### config.mk
export PLATFORM = sky130hd
export DESIGN_NAME = vram_stream_arbiter_flat
export DESIGN_NICKNAME = d
export VERILOG_FILES = /design/src/rtl/vram_stream_arbiter_pkg.sv /design/src/rtl/vram_stream_arbiter_if.sv /design/src/rtl/vram_stream_arbiter_axis_fifo2.sv /design/src/rtl/vram_stream_arbiter.sv /design/src/flat_wrapper.sv
export SDC_FILE = /design/constraint.sdc
export NUM_CORES = 1
export LEC_CHECK = 0
export ABC_AREA = 0
export CORE_ASPECT_RATIO = 1.2
export CORE_MARGIN = 3
export CORE_UTILIZATION = 56
export CTS_CLUSTER_DIAMETER = 200
export DETAILED_ROUTE_END_ITERATION = 12
export HOLD_SLACK_MARGIN = 0.05
export PLACE_DENSITY = 0.92
export SLEW_MARGIN = 10
export SYNTH_ARGS = -nofsm -noshare
export SYNTH_HDL_FRONTEND = slang
export SYNTH_SLANG_ARGS = --single-unit
### constraint.sdc
create_clock -name clk -period 3.29 [get_ports clk]
set_input_delay 0.8225 -clock clk [delete_from_list [all_inputs] [get_ports clk]]
set_output_delay 0.8225 -clock clk [all_outputs]
set_load 0.005 [all_outputs]
### src/rtl/vram_stream_arbiter_pkg.sv
// Shared types and constants for the two-source VRAM stream arbiter.
// Latency: n/a (declarations only).
// Backpressure: n/a.
package vram_stream_arbiter_pkg;

    // Grant FSM: waiting for a requester, or forwarding one packet.
    typedef enum logic {
        IDLE = 1'b0,
        BUSY = 1'b1
    } state_t;

    // One-hot owner encoding, also driven straight onto the grant output.
    localparam logic [1:0] GNT_NONE = 2'b00;
    localparam logic [1:0] GNT_S0   = 2'b01;
    localparam logic [1:0] GNT_S1   = 2'b10;

    localparam int DEF_DATA_W  = 8;
    localparam int DEF_TIMEOUT = 1024;
    localparam int DEF_TO_W    = 11;

endpackage

### src/rtl/vram_stream_arbiter_if.sv
// AXI4-Stream style beat channel (valid/ready, data, last) with both ends as modports.
// Latency: none, wires only.
// Backpressure: tready flows from slave to master.
interface vram_stream_arbiter_if
    import vram_stream_arbiter_pkg::*;
#(
    parameter int DATA_W = DEF_DATA_W
);
    logic              tvalid;
    logic              tready;
    logic [DATA_W-1:0] tdata;
    logic              tlast;

    modport master (output tvalid, output tdata, output tlast, input tready);
    modport slave  (input tvalid, input tdata, input tlast, output tready);
endinterface

### src/rtl/vram_stream_arbiter_axis_fifo2.sv
// Two-entry stream buffer; output is the head entry, count and not-full are registered.
// Latency: a beat pushed at edge t is at the output after edge t.
// Backpressure: push ignored when full; simultaneous push and pop keeps 1 beat/cycle.
module axis_fifo2
    import vram_stream_arbiter_pkg::*;
#(
    parameter int W = DEF_DATA_W + 1
) (
    input  logic         clk,
    input  logic         rst,
    input  logic         push_i,
    input  logic [W-1:0] push_dat_i,
    input  logic         pop_i,
    output logic [W-1:0] pop_dat_o,
    output logic         vld_o,
    output logic         not_full_o
);
    logic [W-1:0] mem_q [2];
    logic         wr_ptr_q;
    logic         rd_ptr_q;
    logic [1:0]   count_q;
    logic [1:0]   count_d;
    logic         do_push;
    logic         do_pop;

    assign vld_o      = (count_q != 2'd0);
    assign not_full_o = (count_q != 2'd2);
    assign do_push    = push_i && not_full_o;
    assign do_pop     = pop_i && vld_o;
    assign pop_dat_o  = mem_q[rd_ptr_q];

    // Occupancy update; push and pop together leave it unchanged.
    always_comb begin
        count_d = count_q;
        case ({do_push, do_pop})
            2'b10:   count_d = count_q + 2'd1;
            2'b01:   count_d = count_q - 2'd1;
            default: count_d = count_q;
        endcase
    end

    // Storage and pointers; reset clears entries so the output reads zero.
    always_ff @(posedge clk or posedge rst) begin
        if (rst) begin
            mem_q[0] <= '0;
            mem_q[1] <= '0;
            wr_ptr_q <= 1'b0;
            rd_ptr_q <= 1'b0;
            count_q  <= 2'd0;
        end else begin
            count_q <= count_d;
            if (do_push) begin
                mem_q[wr_ptr_q] <= push_dat_i;
                wr_ptr_q        <= ~wr_ptr_q;
            end
            if (do_pop) begin
                rd_ptr_q <= ~rd_ptr_q;
            end
        end
    end
endmodule

### src/rtl/vram_stream_arbiter.sv
// Packet-level round-robin of two pixel streams onto the VRAM write port, with stall watchdog.
// Latency: one idle arbitration cycle per packet, then a beat reaches m_* one cycle after acceptance.
// Backpressure: source tready is registered-only (buffer count, pending timeout); no ready-to-ready path.
module vram_stream_arbiter
    import vram_stream_arbiter_pkg::*;
#(
    parameter int DATA_W  = DEF_DATA_W,
    parameter int TIMEOUT = DEF_TIMEOUT,
    parameter int TO_W    = DEF_TO_W
) (
    input  logic                  clk,
    input  logic                  rst,
    vram_stream_arbiter_if.slave  s0,
    vram_stream_arbiter_if.slave  s1,
    vram_stream_arbiter_if.master m,
    output logic                  m_tstrb,
    output logic                  m_tkeep,
    output logic [1:0]            grant,
    output logic                  timeout_pulse
);
    localparam bit             WD_EN      = (TIMEOUT > 0);
    localparam logic [TO_W-1:0] STALL_LAST = TO_W'((TIMEOUT > 0) ? TIMEOUT - 1 : 0);

    state_t            state_q, state_d;
    logic [1:0]        grant_q, grant_d;
    logic [1:0]        last_grant_q, last_grant_d;
    logic [TO_W-1:0]   stall_q, stall_d;
    logic              to_pending_q, to_pending_d;

    logic              sel_vld;
    logic [DATA_W-1:0] sel_dat;
    logic              sel_last;
    logic              rdy_grant;
    logic              accept;
    logic              force_push;
    logic              release_pkt;
    logic              push;
    logic [DATA_W:0]   push_dat;
    logic [DATA_W:0]   fifo_dat;
    logic              not_full;

    // Route the owning source's beat; nothing is selected while idle.
    always_comb begin
        sel_vld  = 1'b0;
        sel_dat  = '0;
        sel_last = 1'b0;
        case (grant_q)
            GNT_S0: begin
                sel_vld  = s0.tvalid;
                sel_dat  = s0.tdata;
                sel_last = s0.tlast;
            end
            GNT_S1: begin
                sel_vld  = s1.tvalid;
                sel_dat  = s1.tdata;
                sel_last = s1.tlast;
            end
            default: ;
        endcase
    end

    // Ready depends only on registers, so downstream ready never reaches upstream ready combinationally.
    assign rdy_grant   = (state_q == BUSY) && not_full && !to_pending_q;
    assign s0.tready   = rdy_grant && (grant_q == GNT_S0);
    assign s1.tready   = rdy_grant && (grant_q == GNT_S1);
    assign accept      = sel_vld && rdy_grant;
    // A synthetic closing beat goes in as soon as the buffer has room.
    assign force_push  = to_pending_q && not_full;
    assign release_pkt = (accept && sel_last) || force_push;
    assign push        = accept || force_push;
    assign push_dat    = force_push ? {{DATA_W{1'b0}}, 1'b1} : {sel_dat, sel_last};

    assign grant         = grant_q;
    assign timeout_pulse = force_push;
    assign m_tstrb       = 1'b1;
    assign m_tkeep       = 1'b1;
    assign m.tdata       = fifo_dat[DATA_W:1];
    assign m.tlast       = fifo_dat[0];

    // Arbitration, packet ownership and stall watchdog next-state.
    always_comb begin
        state_d      = state_q;
        grant_d      = grant_q;
        last_grant_d = last_grant_q;
        stall_d      = stall_q;
        to_pending_d = to_pending_q;
        case (state_q)
            IDLE: begin
                stall_d      = '0;
                to_pending_d = 1'b0;
                if (s0.tvalid && (!s1.tvalid || (last_grant_q != GNT_S0))) begin
                    grant_d = GNT_S0;
                    state_d = BUSY;
                end else if (s1.tvalid) begin
                    grant_d = GNT_S1;
                    state_d = BUSY;
                end
            end
            BUSY: begin
                if (to_pending_q) begin
                    stall_d = '0;
                    if (not_full) begin
                        to_pending_d = 1'b0;
                    end
                end else if (accept) begin
                    stall_d = '0;
                end else if (!sel_vld && WD_EN) begin
                    if (stall_q == STALL_LAST) begin
                        to_pending_d = 1'b1;
                        stall_d      = '0;
                    end else begin
                        stall_d = stall_q + TO_W'(1);
                    end
                end
                // Ownership ends on a real or forced tlast; re-arbitrate next cycle.
                if (release_pkt) begin
                    last_grant_d = grant_q;
                    grant_d      = GNT_NONE;
                    state_d      = IDLE;
                end
            end
            default: state_d = IDLE;
        endcase
    end

    // Control registers; last_grant starts at source 1 so source 0 wins the first tie.
    always_ff @(posedge clk or posedge rst) begin
        if (rst) begin
            state_q      <= IDLE;
            grant_q      <= GNT_NONE;
            last_grant_q <= GNT_S1;
            stall_q      <= '0;
            to_pending_q <= 1'b0;
        end else begin
            state_q      <= state_d;
            grant_q      <= grant_d;
            last_grant_q <= last_grant_d;
            stall_q      <= stall_d;
            to_pending_q <= to_pending_d;
        end
    end

    axis_fifo2 #(
        .W (DATA_W + 1)
    ) u_buf (
        .clk        (clk),
        .rst        (rst),
        .push_i     (push),
        .push_dat_i (push_dat),
        .pop_i      (m.tready),
        .pop_dat_o  (fifo_dat),
        .vld_o      (m.tvalid),
        .not_full_o (not_full)
    );
endmodule
### src/flat_wrapper.sv
// flat-port wrapper written by rule: the top's interface ports become plain ports
module vram_stream_arbiter_flat import vram_stream_arbiter_pkg::*;
#(
    parameter int DATA_W  = DEF_DATA_W,
    parameter int TIMEOUT = DEF_TIMEOUT,
    parameter int TO_W    = DEF_TO_W
)
  (clk, rst, m_tstrb, m_tkeep, grant, timeout_pulse, s0_tvalid, s0_tdata, s0_tlast, s0_tready, s1_tvalid, s1_tdata, s1_tlast, s1_tready, m_tvalid, m_tdata, m_tlast, m_tready);
  vram_stream_arbiter_if #(.DATA_W(DATA_W)) s0_i ();
  vram_stream_arbiter_if #(.DATA_W(DATA_W)) s1_i ();
  vram_stream_arbiter_if #(.DATA_W(DATA_W)) m_i ();
  input  logic clk;
  input  logic rst;
  output logic m_tstrb;
  output logic m_tkeep;
  output logic [1:0] grant;
  output logic timeout_pulse;
  input wire logic [$bits(s0_i.tvalid)-1:0] s0_tvalid;
  input wire logic [$bits(s0_i.tdata)-1:0] s0_tdata;
  input wire logic [$bits(s0_i.tlast)-1:0] s0_tlast;
  output wire logic [$bits(s0_i.tready)-1:0] s0_tready;
  input wire logic [$bits(s1_i.tvalid)-1:0] s1_tvalid;
  input wire logic [$bits(s1_i.tdata)-1:0] s1_tdata;
  input wire logic [$bits(s1_i.tlast)-1:0] s1_tlast;
  output wire logic [$bits(s1_i.tready)-1:0] s1_tready;
  output wire logic [$bits(m_i.tvalid)-1:0] m_tvalid;
  output wire logic [$bits(m_i.tdata)-1:0] m_tdata;
  output wire logic [$bits(m_i.tlast)-1:0] m_tlast;
  input wire logic [$bits(m_i.tready)-1:0] m_tready;
  assign s0_i.tvalid = s0_tvalid;
  assign s0_i.tdata = s0_tdata;
  assign s0_i.tlast = s0_tlast;
  assign s0_tready = s0_i.tready;
  assign s1_i.tvalid = s1_tvalid;
  assign s1_i.tdata = s1_tdata;
  assign s1_i.tlast = s1_tlast;
  assign s1_tready = s1_i.tready;
  assign m_tvalid = m_i.tvalid;
  assign m_tdata = m_i.tdata;
  assign m_tlast = m_i.tlast;
  assign m_i.tready = m_tready;
  vram_stream_arbiter #(.DATA_W(DATA_W), .TIMEOUT(TIMEOUT), .TO_W(TO_W)) u_core (.clk(clk), .rst(rst), .s0(s0_i), .s1(s1_i), .m(m_i), .m_tstrb(m_tstrb), .m_tkeep(m_tkeep), .grant(grant), .timeout_pulse(timeout_pulse));
endmodule
clock_map.png
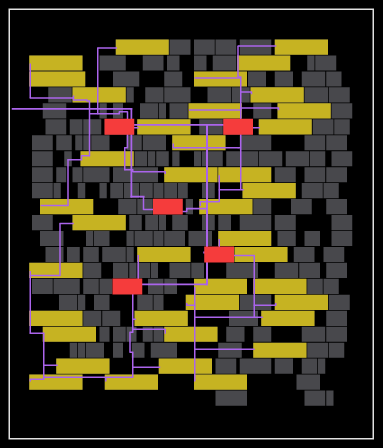
Key: clock wires = purple [length 435 um]; flip-flops = yellow [count 39]; cells driving clock nets = red [count 5]
There are 6 routed clock nets. Position of the flops: all over the die.

density.png
6 x 7 tiles, from dark blue (low) to red (high), 0 to 100% covered.
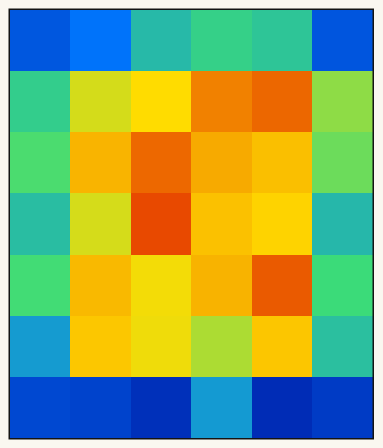
The mean over all tiles is 56%. 36% of the tiles are over 75% full. The densest ninth of the die: middle. The fullest tile reaches 92%.
standard cell core area: 3450 sq um
share of the core filled by cells before placement: 60.6%
post-layout util: 73.9%

gate_families.png
Bar = 20 um.
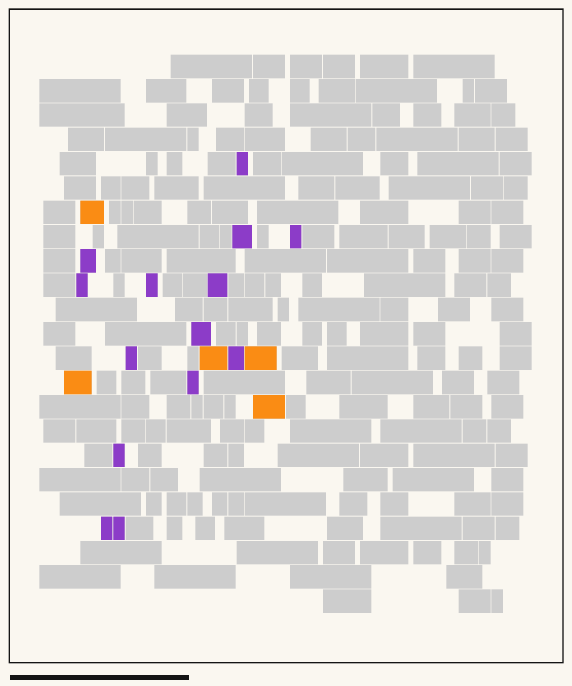
Key: NOR gates = purple [cells 14, most used nor2_1]; AND-OR and OR-AND gates = orange [cells 5]
post-route insts no fill: 255
top logic cell by instance count in the layout: dfrtp_1
logic gate fraction of the total cell area: 40.9%

metal_stack.png
Bar = 20 um.
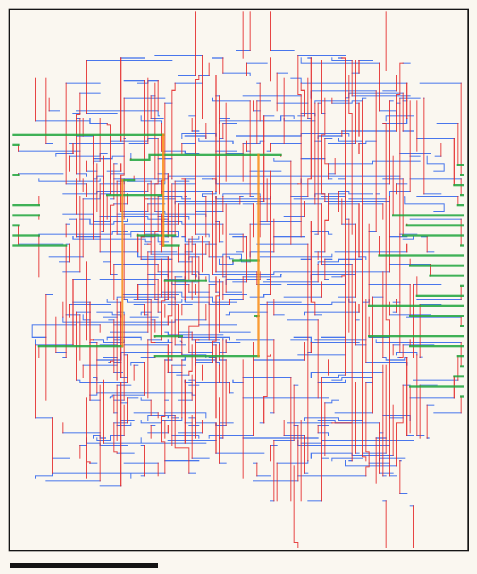
Key: met2 = red [wire length 2320 um]; met3 = green [wire length 222 um]; met1 = blue [wire length 1910 um]; met4 = orange [wire length 64.6 um]
post-DR wirelength/cell: 17.7 um
Routed Wire Length: 4.51 mm

==> results.toml <==
# generated from flow reports
[floorplan]
fp-row-count = 23
chipWidth_um = 61.8
design.portCount = 40
die_area_sq_um = 4510

[place]
final_weighted_congestion_in_routability_driven_placement = 0.853
io_buffers = 37
dp_cells = 248
hpwlAfterDp_mm = 3.35

[synthesis]
netlist_instances = 181
synth_area_leader_cell = "dfrtp_1"
synthArstFlopShare_pct = 100
ys_ff = 39
synthesized_cell_area_sq_um = 2090
synth_stat.cells = 181
synth_simple_gate_area_share_pct = 12.6

[grt]
gr-usage-all-layers_pct = 22.0
first_pass_grt_wire_length_mm = 7.42
number_of_global_route_vias_before_repair = 1632
grt_start_max_net_pins = 40
groute.layer.met1.usage_pct = 26.5

[detailed_routing]
route.met2.wl_mm = 2.32
detailedRoute.firstPassIterationCount = 4
ant_nets = 0
routed-via-count = 1604
remaining_drcs = 0

[clock_tree]
tritoncts = "built"
ctsHtreeMaxLevel = 2
post_cts_buffers = 0
ctsHoldBuffers = 0
sink_count = 39

[layout]
area_growth_pct = 22.0
layout_top_cells = "38 x dfrtp_1, 37 x clkdlybuf4s50_1, 11 x mux2_2"
n_multi_input_combinational_cell = 129
num-nets-final = 245
drive_above_1_share_pct = 17.4
largest_reg_flops = 18
clkCellAreaFrac_pct = 3.43
flops = 39
largest-register = "u_core.u_buf.mem_q"
area.combinational_sq_um = 1040
reg.largest.list = "u_core.u_buf.mem_q (18), u_core.stall_q (11)"
sh_seq_area_pct = 38.3

[setup_path]
setup.reg_to_reg.worst_slack_ps = 810
timing.critical_path.arrival_ps = 2060
cp-end-kind = "output port"
path_buffers = 2
regToRegStartpoint = "u_core.grant[0]$_DFFE_PP0P_"

[sta]
timing_worst_slew_pin_value_ps = 628
report.final.hold_viol_count = 0
final_critical_path_setup_slack_ps = 404
total_negative_slack_ps = 0
worst_clock_skew_ps = 5.89
max_slew_margin_pct = 58.1
unrepaired_setup_endpoints_after_global_routing = "false"

[flow_run]
tool_warnings = 27
cap_viol_max_count = 0

[pwr]
areal_power_density_over_the_cells_nw_per_um2 = 834

[outcome]
run_status = "completed"

[worst_hold_path]
hold_path.class = "register to register"
hold-path-endpoint = "u_core.u_buf.mem_q[0]$_DFFE_PP0P_"
[worst max path at each step]
stage | startpoint | endpoint | slack (ps)
detailed placement | s1_tvalid | u_core.stall_q[9]$_DFFE_PP0P_ | 470
global route | u_core.grant[0]$_DFFE_PP0P_ | s1_tready | 270
floorplan | u_core.grant[0]$_DFFE_PP0P_ | u_core.u_buf.count_q[1]$_DFFE_PP0P_ | 1190
global placement | s1_tvalid | u_core.stall_q[9]$_DFFE_PP0P_ | 510
finish | u_core.grant[0]$_DFFE_PP0P_ | s1_tready | 400
CTS | u_core.grant[0]$_DFFE_PP0P_ | s1_tready | 380
[where the power goes]
group / internal, W / switching, W
registers: 0.000659 / 0.000174
clock network: 0.000164 / 0.000153
logic: 0.000522 / 0.000457
Power and IR drop assume default switching activity.
